`src/rtl/le_cfg_pkg.sv`:
```
`default_nettype none
// ============================================================================
// Module      : le_cfg_pkg
// Description : Shared constants, function opcodes, FSM state encoding and
//               helpers for the logic-element configuration loader.
// Revision    : 1.0 - initial release
// ============================================================================
package le_cfg_pkg;

    // Field widths of one logic-element configuration record
    localparam int FUNC_W   = 3;
    localparam int IDX_W    = 6;
    localparam int LE_CFG_W = FUNC_W + 2 * IDX_W;

    // Function opcodes carried in the func field (all eight are legal)
    localparam logic [FUNC_W-1:0] FUNC_AND  = 3'd0;
    localparam logic [FUNC_W-1:0] FUNC_OR   = 3'd1;
    localparam logic [FUNC_W-1:0] FUNC_NOT  = 3'd2;
    localparam logic [FUNC_W-1:0] FUNC_XOR  = 3'd3;
    localparam logic [FUNC_W-1:0] FUNC_XNOR = 3'd4;
    localparam logic [FUNC_W-1:0] FUNC_NAND = 3'd5;
    localparam logic [FUNC_W-1:0] FUNC_NOR  = 3'd6;
    localparam logic [FUNC_W-1:0] FUNC_BUF  = 3'd7;

    // Frame start pattern
    localparam logic [7:0] SYNC_WORD_DEFAULT = 8'hA5;

    // Loader FSM state encoding
    typedef logic [2:0] state_t;
    localparam state_t ST_HUNT   = 3'd0;
    localparam state_t ST_LOAD   = 3'd1;
    localparam state_t ST_CHECK  = 3'd2;
    localparam state_t ST_COMMIT = 3'd3;
    localparam state_t ST_REJECT = 3'd4;

    // True when an input index addresses past the end of the input vector
    function automatic logic idx_out_of_range(input logic [IDX_W-1:0] idx,
                                              input int               num_inputs);
        return (int'(idx) >= num_inputs);
    endfunction

endpackage
`default_nettype wire

```
`src/rtl/le_cfg_sync_detect.sv`:
```
`default_nettype none
// ============================================================================
// Module      : le_cfg_sync_detect
// Description : 8-bit LSB-first serial window that flags the sync word. The
//               match output looks at the window including the bit being
//               shifted in, so the frame can start on the very next bit.
// Revision    : 1.0 - initial release
// ============================================================================
module le_cfg_sync_detect
    import le_cfg_pkg::*;
#(
    parameter logic [7:0] SYNC_WORD = SYNC_WORD_DEFAULT
) (
    input  logic clk,
    input  logic rst,
    input  logic i_clr,
    input  logic i_shift_en,
    input  logic i_bit,
    output logic o_match
);

    logic [7:0] r_window;
    logic [7:0] w_window_next;

    // Newest bit enters at the MSB
    assign w_window_next = {i_bit, r_window[7:1]};
    assign o_match       = i_shift_en && (w_window_next == SYNC_WORD);

    // Window shift register; clear wins over shift so stale bits never match
    always_ff @(posedge clk) begin
        if (rst || i_clr) begin
            r_window <= '0;
        end else if (i_shift_en) begin
            r_window <= w_window_next;
        end
    end

endmodule
`default_nettype wire

```
`src/rtl/le_config_loader.sv`:
```
`default_nettype none
// ============================================================================
// Module      : le_config_loader
// Description : Serial configuration loader for the virtual-FPGA logic
//               elements. Hunts for the sync word, shifts per-element
//               func/A/B fields into a shadow register, range-checks the
//               indices and commits the whole set atomically to the active
//               buses. Optional macro LE_CFG_PARITY_EN adds an even-parity
//               bit after the payload, checked in the CHECK state.
// Revision    : 1.0 - initial release
// ============================================================================
module le_config_loader
    import le_cfg_pkg::*;
#(
    parameter int         NUM_LE     = 4,
    parameter int         NUM_INPUTS = 33,
    parameter logic [7:0] SYNC_WORD  = SYNC_WORD_DEFAULT
) (
    input  logic                       clk,
    input  logic                       rst,
    input  logic                       cfg_valid,
    input  logic                       cfg_data,
    output logic                       cfg_ready,
    output logic [FUNC_W*NUM_LE-1:0]   conf_func_bus,
    output logic [2*IDX_W*NUM_LE-1:0]  conf_ins_bus,
    output logic                       cfg_loaded,
    output logic                       cfg_done,
    output logic                       cfg_error,
    output logic                       busy
);

    localparam int                 c_payload_w = LE_CFG_W * NUM_LE;
    localparam int                 c_cnt_w     = $clog2(c_payload_w);
    localparam logic [c_cnt_w-1:0] c_last_bit  = c_cnt_w'(c_payload_w - 1);
    localparam logic [3:0]         c_a_end     = 4'(FUNC_W + IDX_W - 1);
    localparam logic [3:0]         c_b_end     = 4'(LE_CFG_W - 1);

    state_t                      r_state;
    logic [c_cnt_w-1:0]          r_cnt;
    logic [3:0]                  r_off;
    logic [IDX_W-2:0]            r_field;
    logic                        r_range;
    logic [c_payload_w-1:0]      r_shadow;
    logic [FUNC_W*NUM_LE-1:0]    r_func;
    logic [2*IDX_W*NUM_LE-1:0]   r_ins;
    logic                        r_loaded;
    logic                        r_done;
    logic                        r_error;
`ifdef LE_CFG_PARITY_EN
    logic                        r_par;
`endif

    logic                        w_xfer;
    logic                        w_match;
    logic                        w_field_end;
    logic [IDX_W-1:0]            w_field_next;
    logic [FUNC_W*NUM_LE-1:0]    w_shadow_func;
    logic [2*IDX_W*NUM_LE-1:0]   w_shadow_ins;

    assign cfg_ready     = (r_state == ST_HUNT) || (r_state == ST_LOAD) || (r_state == ST_CHECK);
    assign busy          = (r_state == ST_LOAD) || (r_state == ST_CHECK) || (r_state == ST_COMMIT);
    assign w_xfer        = cfg_valid && cfg_ready;
    assign conf_func_bus = r_func;
    assign conf_ins_bus  = r_ins;
    assign cfg_loaded    = r_loaded;
    assign cfg_done      = r_done;
    assign cfg_error     = r_error;

    // Index field completes on its sixth bit; include the incoming bit
    assign w_field_next = {cfg_data, r_field};
    assign w_field_end  = (r_off == c_a_end) || (r_off == c_b_end);

    // Shadow record layout per element is {B, A, func}, matching bit order
    for (genvar i = 0; i < NUM_LE; i++) begin : g_le_map
        assign w_shadow_func[FUNC_W*i +: FUNC_W] = r_shadow[LE_CFG_W*i +: FUNC_W];
        assign w_shadow_ins[2*IDX_W*i +: 2*IDX_W] = r_shadow[LE_CFG_W*i + FUNC_W +: 2*IDX_W];
    end

    // Sync window only sees bits accepted while hunting; cleared on return to HUNT
    le_cfg_sync_detect #(
        .SYNC_WORD (SYNC_WORD)
    ) u_sync (
        .clk        (clk),
        .rst        (rst),
        .i_clr      ((r_state == ST_COMMIT) || (r_state == ST_REJECT)),
        .i_shift_en (w_xfer && (r_state == ST_HUNT)),
        .i_bit      (cfg_data),
        .o_match    (w_match)
    );

    // Loader FSM with registered shadow/active state and status flags
    always_ff @(posedge clk) begin
        if (rst) begin
            r_state  <= ST_HUNT;
            r_cnt    <= '0;
            r_off    <= '0;
            r_field  <= '0;
            r_range  <= 1'b0;
            r_shadow <= '0;
            r_func   <= '0;
            r_ins    <= '0;
            r_loaded <= 1'b0;
            r_done   <= 1'b0;
            r_error  <= 1'b0;
`ifdef LE_CFG_PARITY_EN
            r_par    <= 1'b0;
`endif
        end else begin
            r_done <= 1'b0;
            case (r_state)
                ST_HUNT: begin
                    if (w_match) begin
                        r_state <= ST_LOAD;
                        r_cnt   <= '0;
                        r_off   <= '0;
                        r_range <= 1'b0;
                        r_error <= 1'b0;
`ifdef LE_CFG_PARITY_EN
                        r_par   <= 1'b0;
`endif
                    end
                end
                ST_LOAD: begin
                    if (w_xfer) begin
                        r_shadow[r_cnt] <= cfg_data;
                        r_field         <= w_field_next[IDX_W-1:1];
`ifdef LE_CFG_PARITY_EN
                        r_par           <= r_par ^ cfg_data;
`endif
                        // Flag bad indices but keep consuming to preserve framing
                        if (w_field_end && idx_out_of_range(w_field_next, NUM_INPUTS)) begin
                            r_range <= 1'b1;
                        end
                        r_off <= (r_off == c_b_end) ? 4'd0 : r_off + 4'd1;
                        if (r_cnt == c_last_bit) begin
`ifdef LE_CFG_PARITY_EN
                            r_state <= ST_CHECK;
`else
                            r_state <= ST_COMMIT;
`endif
                        end else begin
                            r_cnt <= r_cnt + c_cnt_w'(1);
                        end
                    end
                end
`ifdef LE_CFG_PARITY_EN
                ST_CHECK: begin
                    if (w_xfer) begin
                        r_state <= ((r_par ^ cfg_data) || r_range) ? ST_REJECT : ST_COMMIT;
                    end
                end
`endif
                ST_COMMIT: begin
                    if (r_range) begin
                        r_state <= ST_REJECT;
                    end else begin
                        r_func   <= w_shadow_func;
                        r_ins    <= w_shadow_ins;
                        r_done   <= 1'b1;
                        r_loaded <= 1'b1;
                        r_state  <= ST_HUNT;
                    end
                end
                ST_REJECT: begin
                    r_error <= 1'b1;
                    r_state <= ST_HUNT;
                end
                default: begin
                    r_state <= ST_HUNT;
                end
            endcase
        end
    end

endmodule
`default_nettype wire

```
`config.mk`:
```
export PLATFORM = sky130hd
export DESIGN_NAME = le_config_loader
export DESIGN_NICKNAME = d
export VERILOG_FILES = /design/src/rtl/le_cfg_pkg.sv /design/src/rtl/le_cfg_sync_detect.sv /design/src/rtl/le_config_loader.sv
export SDC_FILE = /design/constraint.sdc
export NUM_CORES = 1
export LEC_CHECK = 0
export CAP_MARGIN = 20
export CELL_PAD_IN_SITES_DETAIL_PLACEMENT = 1
export CELL_PAD_IN_SITES_GLOBAL_PLACEMENT = 2
export CORE_MARGIN = 4
export CORE_UTILIZATION = 33
export DETAILED_ROUTE_END_ITERATION = 8
export GPL_TIMING_DRIVEN = 0
export HOLD_SLACK_MARGIN = 0.15
export PLACE_DENSITY_LB_ADDON = 0.2
export REMOVE_ABC_BUFFERS = 1
export SLEW_MARGIN = 20
export SYNTH_ARGS = -nofsm -noshare
export SYNTH_HDL_FRONTEND = slang
export SYNTH_SLANG_ARGS = --single-unit
export TNS_END_PERCENT = 30
```
`constraint.sdc`:
```
create_clock -name clk -period 1.9 [get_ports clk]
set_input_delay 0.38 -clock clk [delete_from_list [all_inputs] [get_ports clk]]
set_output_delay 0.38 -clock clk [all_outputs]
set_load 0.005 [all_outputs]
```
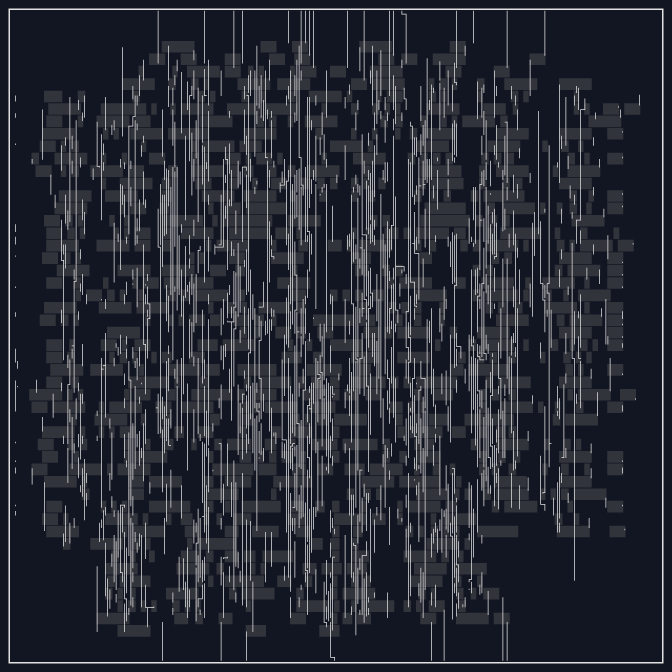
Run 1: M2 wires
- longest straight run: 51.0 um
- main direction: vertical
- share of all routed wire: 50%
- nets with wire on the layer: 650
- wire length on this layer: 8310 um
routing usage on met2: 28.7%
via total after detailed routing: 5189
total wirelength of the detailed-routed design: 16700 um

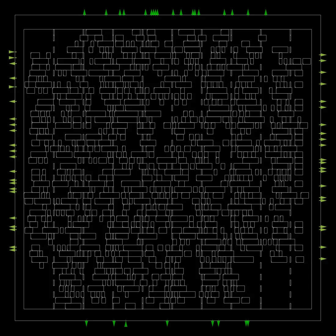
Run 1: placement view
proportion of cell area occupied by registers: 39.9%
number of cells in the finished layout apart from fillers: 994
number of tap cells inserted: 225

==> run notes, run 1 <==
Notes from the flow run.

Status:
- The run finished with clean final reports.

Power:
- The run puts the fraction of power spent switching nets at 20.5%.
- The run puts the total power density per cell area at 880 nW/um2.
- Combinational power for this build is 117 uW.
- The run gives the combinational cell fraction of total power as 1.8%.

Routing:
- The detail route stage leaves a number of antenna-violating nets equal to 0.
- After detailed routing, the wire length on met1 is 7800 um.
- Wire segments on met2 add up to 8310 um in the final route.
- TritonRoute reported its final design rule violation total as 0.
- For this run, the detailed router reports a per-instance via density of 5.22.
- The run gives the average routed wire per standard cell as 16.8 um.

Job:
- The run gives the total of max-cap violations as 0.

Synthesis:
- The cell-mix breakdown from Yosys lists the simple-gate area share as 25.3%.
- By area, the combinational part of the netlist is dominated by simple AND/OR/NAND/NOR gates.
- The cell area that synthesis handed to floorplanning was 5990 um2.
- The run gives the number of distinct library cells after synthesis as 48.
- Yosys stat counts 722 cells in the synthesized netlist.
- The run puts the mean area per synthesized cell at 8.29 um2.
- Of all flip-flops after synthesis, the portion carrying an async set or reset was 0%.
- The run gives the count of yosys warnings during synthesis as 0.

STA:
- The run puts the highest clock rate at 0.571 GHz.
- The last timing report of the flow puts the setup violation total at 0.
- Across all hold checks on the routed design, the worst slack comes to 341 ps.
- Subtracting the final worst setup slack from the clock period gives 1750 ps.

Place:
- The detailed placer reported the number of placed instances as 959.
- The run puts the port buffer count at 68.

Layout:
- Per the final layout report, the fraction of cells sized above drive strength 1 comes to 9.62%.
- The run gives the signed area change from the synthesized netlist to the final layout as 25.8%.
- The top cell types in the final layout, fill and taps aside, are sky130_fd_sc_hd__nand2_1, sky130_fd_sc_hd__dfxtp_1, sky130_fd_sc_hd__a21oi_1.
- The final design was reported to hold multi-input combinational gates totalling 509.
- The run gives the total number of nets in the final design as 766.
- The run puts the number of fill cells in the layout at 2025.
- After routing the design area is 7530 um2.
- The run gives the non-clock buffer count in the final layout as 77.

Worst setup path:
- STA classifies the critical path endpoint as a flop.
- Walking the worst path, the cells encountered are and3_2 -> nand2_1 -> or4_1 -> a21oi_1.
- Measured in cells, the most critical reg-to-reg path has a length of 4.
- The run gives the capture instance of the worst register-to-register path as r_cnt[5].
- The run puts the data required time of the critical path at 2240 ps.
- The slowest stage of the critical path is the sky130_fd_sc_hd__dfxtp_2 cell.
- The timing report gives the biggest stage delay along the critical path as 590 ps.

Worst hold path:
- In this run the worst hold path is classified as in -> reg.

Clocking:
- Per the CTS log, the maximum H-tree level is 4.

GRT:
- The run puts the number of global-route vias before repair at 5352.
- The run gives the wire length of the first global-routing pass as 27400 um.
- The run puts the global-route usage over all layers at 16.7%.
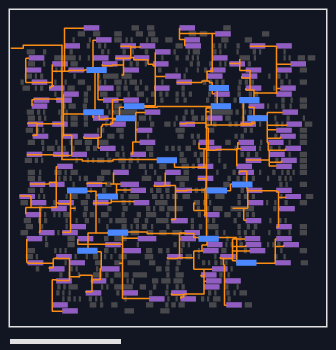
Run 1: clock wires, drivers and flops
The bar under the picture is 50 um long.
- clock wires: orange (length 1920 um)
- cells driving clock nets: blue (count 17)
- flip-flops: purple (count 149)
- flops lie: all over the die
clk_skew: 8.15 ps
Clk. pwr: 3.39 mW
proportion of power drawn by the clock network: 51.1%
source-to-sink clock delay at the later pin of the worst-skew pair: 420 ps

[run 1: synthesized netlist by cell type (4+ instances only)]
cell / instances / area [um2]
sky130_fd_sc_hd__a21oi_1: 116 / 581
sky130_fd_sc_hd__and3_1: 4 / 25.0
sky130_fd_sc_hd__buf_2: 18 / 90.1
sky130_fd_sc_hd__buf_4: 4 / 30.0
sky130_fd_sc_hd__clkbuf_1: 38 / 143
sky130_fd_sc_hd__dfxtp_1: 149 / 2980
sky130_fd_sc_hd__ha_1: 4 / 50.1
sky130_fd_sc_hd__inv_1: 4 / 15.0
sky130_fd_sc_hd__mux2i_1: 28 / 280
sky130_fd_sc_hd__nand2_1: 151 / 567
sky130_fd_sc_hd__nand3_1: 42 / 210
sky130_fd_sc_hd__nand4_1: 28 / 175
sky130_fd_sc_hd__nor2_1: 40 / 150
sky130_fd_sc_hd__o21ai_0: 38 / 190
sky130_fd_sc_hd__or3_1: 5 / 31.3
sky130_fd_sc_hd__or4_1: 4 / 30.0
[run 1: worst max-delay path by stage]
stage                     startpoint                to  slack [ps]  depth (start not counted)
final                       r_cnt[2]          r_cnt[5]         150                          4
after global routing        r_cnt[2]      r_shadow[36]         -30                          4
after CTS                  cfg_valid      r_shadow[27]          -2                          5
after detailed placement   cfg_valid      r_shadow[19]       -1130                          5
after global placement           rst          r_cnt[0]       -3090                          3
after floorplan           r_state[1]  conf_func_bus[0]        -820                          4
[run 1: flip-flops by register name, indices dropped and copies added, names as in the netlist, 3 cells and up]
register         count
conf_func_bus       12
conf_ins_bus        48
r_cnt                6
r_field              5
r_off                4
r_shadow            60
r_state              3
u_sync.r_window      7
==> inputs of run 2 (changes only) <==
CORE_UTILIZATION = 35   (was 33)
clock period = 2.2 ns   (was 1.9 ns; I/O delays follow)
==> run notes, run 2 <==
Notes from the flow run.

Status:
- The run finished with clean final reports.

Layout:
- The run gives the proportion of layout cells with a drive suffix above 1 as 9.00%.
- The run puts the final design area excluding fillers at 7540 um2.
- Leaving out fill and tap cells, the most frequent cell in the layout is sky130_fd_sc_hd__nand2_1.
- Counting flops per register, the top entry is r_shadow.
- The run gives the final instance count without filler cells as 987.
- The run gives the number of fill cells in the layout as 1960.
- The register with the most flip-flops in the layout has 60 of them.
- The run puts the signed area change from the synthesized netlist to the final layout at 25.9%.
- Leaving out fill and tap cells, the most frequent cells in the layout are sky130_fd_sc_hd__nand2_1, sky130_fd_sc_hd__dfxtp_1, sky130_fd_sc_hd__a21oi_1.

Worst setup path:
- The run puts the data required time of the critical path at 1760 ps.
- STA classifies the critical path endpoint as a primary output.
- The run gives the capture instance of the worst register-to-register path as r_cnt[1].
- Logic depth along the worst register-to-register path is recorded as 4.
- The timing report shows that the slowest cell on the worst path is sky130_fd_sc_hd__clkdlybuf4s50_1.
- Traced cell by cell, the critical path runs through nor2_1 -> nor2_1 -> clkdlybuf4s50_1.
- The run gives the setup slack of the most critical reg-to-reg path as 240 ps.
- The run puts the peak per-stage delay on the critical path at 510 ps.
- The run puts the top fanout value on the critical path at 10.
- Grouping stages by cell kind, the critical path spends the most delay in buffers and inverters.
- The run gives the category of the most critical setup path as reg -> out.

Synthesis:
- The run puts the number of distinct library cells after synthesis at 48.
- Yosys reported that registers with async set or reset make up 0%.
- The run gives the mean area per synthesized cell as 8.29 um2.
- The run puts the top-area cell type share of the netlist area at 49.8%.
- After synthesis, the design contains 722 cells according to Yosys.
- The run puts the synthesized cell area at 5990 um2.
- The main area contributors are sky130_fd_sc_hd__dfxtp_1, sky130_fd_sc_hd__a21oi_1, sky130_fd_sc_hd__nand2_1.
- The Yosys step of the flow raised 0 warnings.
- The run gives the cell type with the largest total area after synthesis as sky130_fd_sc_hd__dfxtp_1.
- The synthesis run shows the most used standard cells to be sky130_fd_sc_hd__nand2_1, sky130_fd_sc_hd__dfxtp_1, sky130_fd_sc_hd__a21oi_1, sky130_fd_sc_hd__nand3_1, sky130_fd_sc_hd__nor2_1.

STA:
- The run gives the final period demand of the worst path as 2050 ps.
- The run puts the normalized max-slew margin at 32.9%.
- The run gives the highest clock rate as 0.489 GHz.
- The run gives the worst hold slack as 409 ps.
- Dividing the final minimum period by the clock period gives 93.0%.

Power:
- The run gives the combinational cell fraction of total power as 1.6%.
- In this run switching power makes up 19.7% of total power.
- The run puts the combinational cell power at 98.2 uW.
- The script computed a power per unit cell area of 820 nW/um2.

Place:
- Input and output buffers added on the ports amount to 68.
- Including well taps, the total number of placed cells is 954.

Routing:
- The run puts the average routed wire per standard cell at 16.8 um.
- The run gives the first-pass detailed-route iteration total as 4.
- The run puts the DRC violation count after routing at 0.
- The run puts the number of antenna-violating nets in the routed design at 0.
- The run puts the total number of vias at 5175.
- The run gives the wire length on met1 as 7650 um.
- The run gives the total wirelength of the detailed-routed design as 16600 um.
- The run gives the total length of routed met2 wires as 8170 um.
- The run gives the mean number of vias per cell as 5.24.

GRT:
- Summed over all routing layers, the global router reports a total usage of 17.4%.
- The run gives the pin count of the biggest net entering global routing as 84.
- The run puts the met2 track utilization from global routing at 28.6%.
- The first global-routing pass estimated 27800 um of wire.
- The run gives the met1 capacity usage during global routing as 22.3%.

Floorplan:
- The run gives the pre-placement core utilization as 35.8%.

Clocking:
- The run gives the maximum clock insertion buffer count as 2.
- The run gives the buffer type at the clock tree root as sky130_fd_sc_hd__clkbuf_16.
- The run puts the clock insertion delay at the later pin of the skew report at 420 ps.
- The run gives the deepest level of the CTS H-tree as 4.

Worst hold path:
- The run gives the kind of path behind the tightest hold check as in -> reg.

Job:
- The run reported a max-capacitance violation count of 0.
-- run 2: netlist changes by cell type in the layout (fill, tap and decap cells not counted), sizes merged --
cell and change:
and4bb -1, clkdlybuf4s50 +3, dlygate4sd2 -2, dlymetal6s2s -1, clkinv +2, clkbuf -4, bufinv +4, buf -3
-- run 2: what timing repair did --
action / in CTS / in global routing
cloned: 1 / 0
setup endpoints to repair: 37 / 27
setup buffers: 0 / 0
gates resized: 7 / 10
pin swaps: 1 / 0
-- run 2: cell type report --
class / count / area (um2) / share of cell area [%]
timing repair buffer: 74 / 790 / 10.5
clock inverter: 14 / 256 / 3.40
multi-input combinational: 508 / 2780 / 36.9
clock buffer: 18 / 429 / 5.69
inverter: 4 / 15.0 / 0.199
tap: 220 / 275 / 3.65
sequential: 149 / 2990 / 39.7
-- run 2: worst register-to-register path: stages, from the launching register on --
cell and delay, ps:
sky130_fd_sc_hd__dfxtp_2 740, sky130_fd_sc_hd__inv_1 340, sky130_fd_sc_hd__o41ai_2 520, sky130_fd_sc_hd__or4b_1 180, sky130_fd_sc_hd__a21oi_1 60
-- run 2: worst max-delay path by stage --
| stage | from | end | depth (start not counted) |
|---|---|---|---|
| after floorplan | r_state[1] | conf_func_bus[0] | 4 |
| after global placement | rst | r_range | 3 |
| final | r_state[1] | busy | 3 |
| after detailed placement | cfg_valid | r_shadow[8] | 5 |
| after global routing | cfg_valid | r_shadow[1] | 5 |
| after CTS | cfg_valid | r_shadow[30] | 5 |
-- run 2: cell families after synthesis --
| family | after synthesis | synth area share [%] |
|---|---|---|
| buffers and inverters | 66 | 4.79 |
| multiplexers | 29 | 4.87 |
| AND-OR/OR-AND | 165 | 14.4 |
| adder cells (fa/ha/maj) | 4 | 0.836 |
| flip-flops | 149 | 49.8 |
| AND/OR/NAND/NOR | 309 | 25.3 |
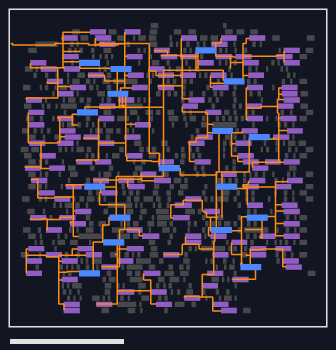
Run 2: clock wires, drivers and flops
The bar under the picture is 50 um long.
- clock wires: orange (length 1960 um)
- flip-flops: purple (count 149)
- cells driving clock nets: blue (count 17)
- flops lie: all over the die
- routed clock nets: 18
Clk. pwr: 3.38 mW
clk_skew: 8.17 ps
proportion of power drawn by the clock network: 54.7%

Power is estimated from default activity; no workload was simulated.
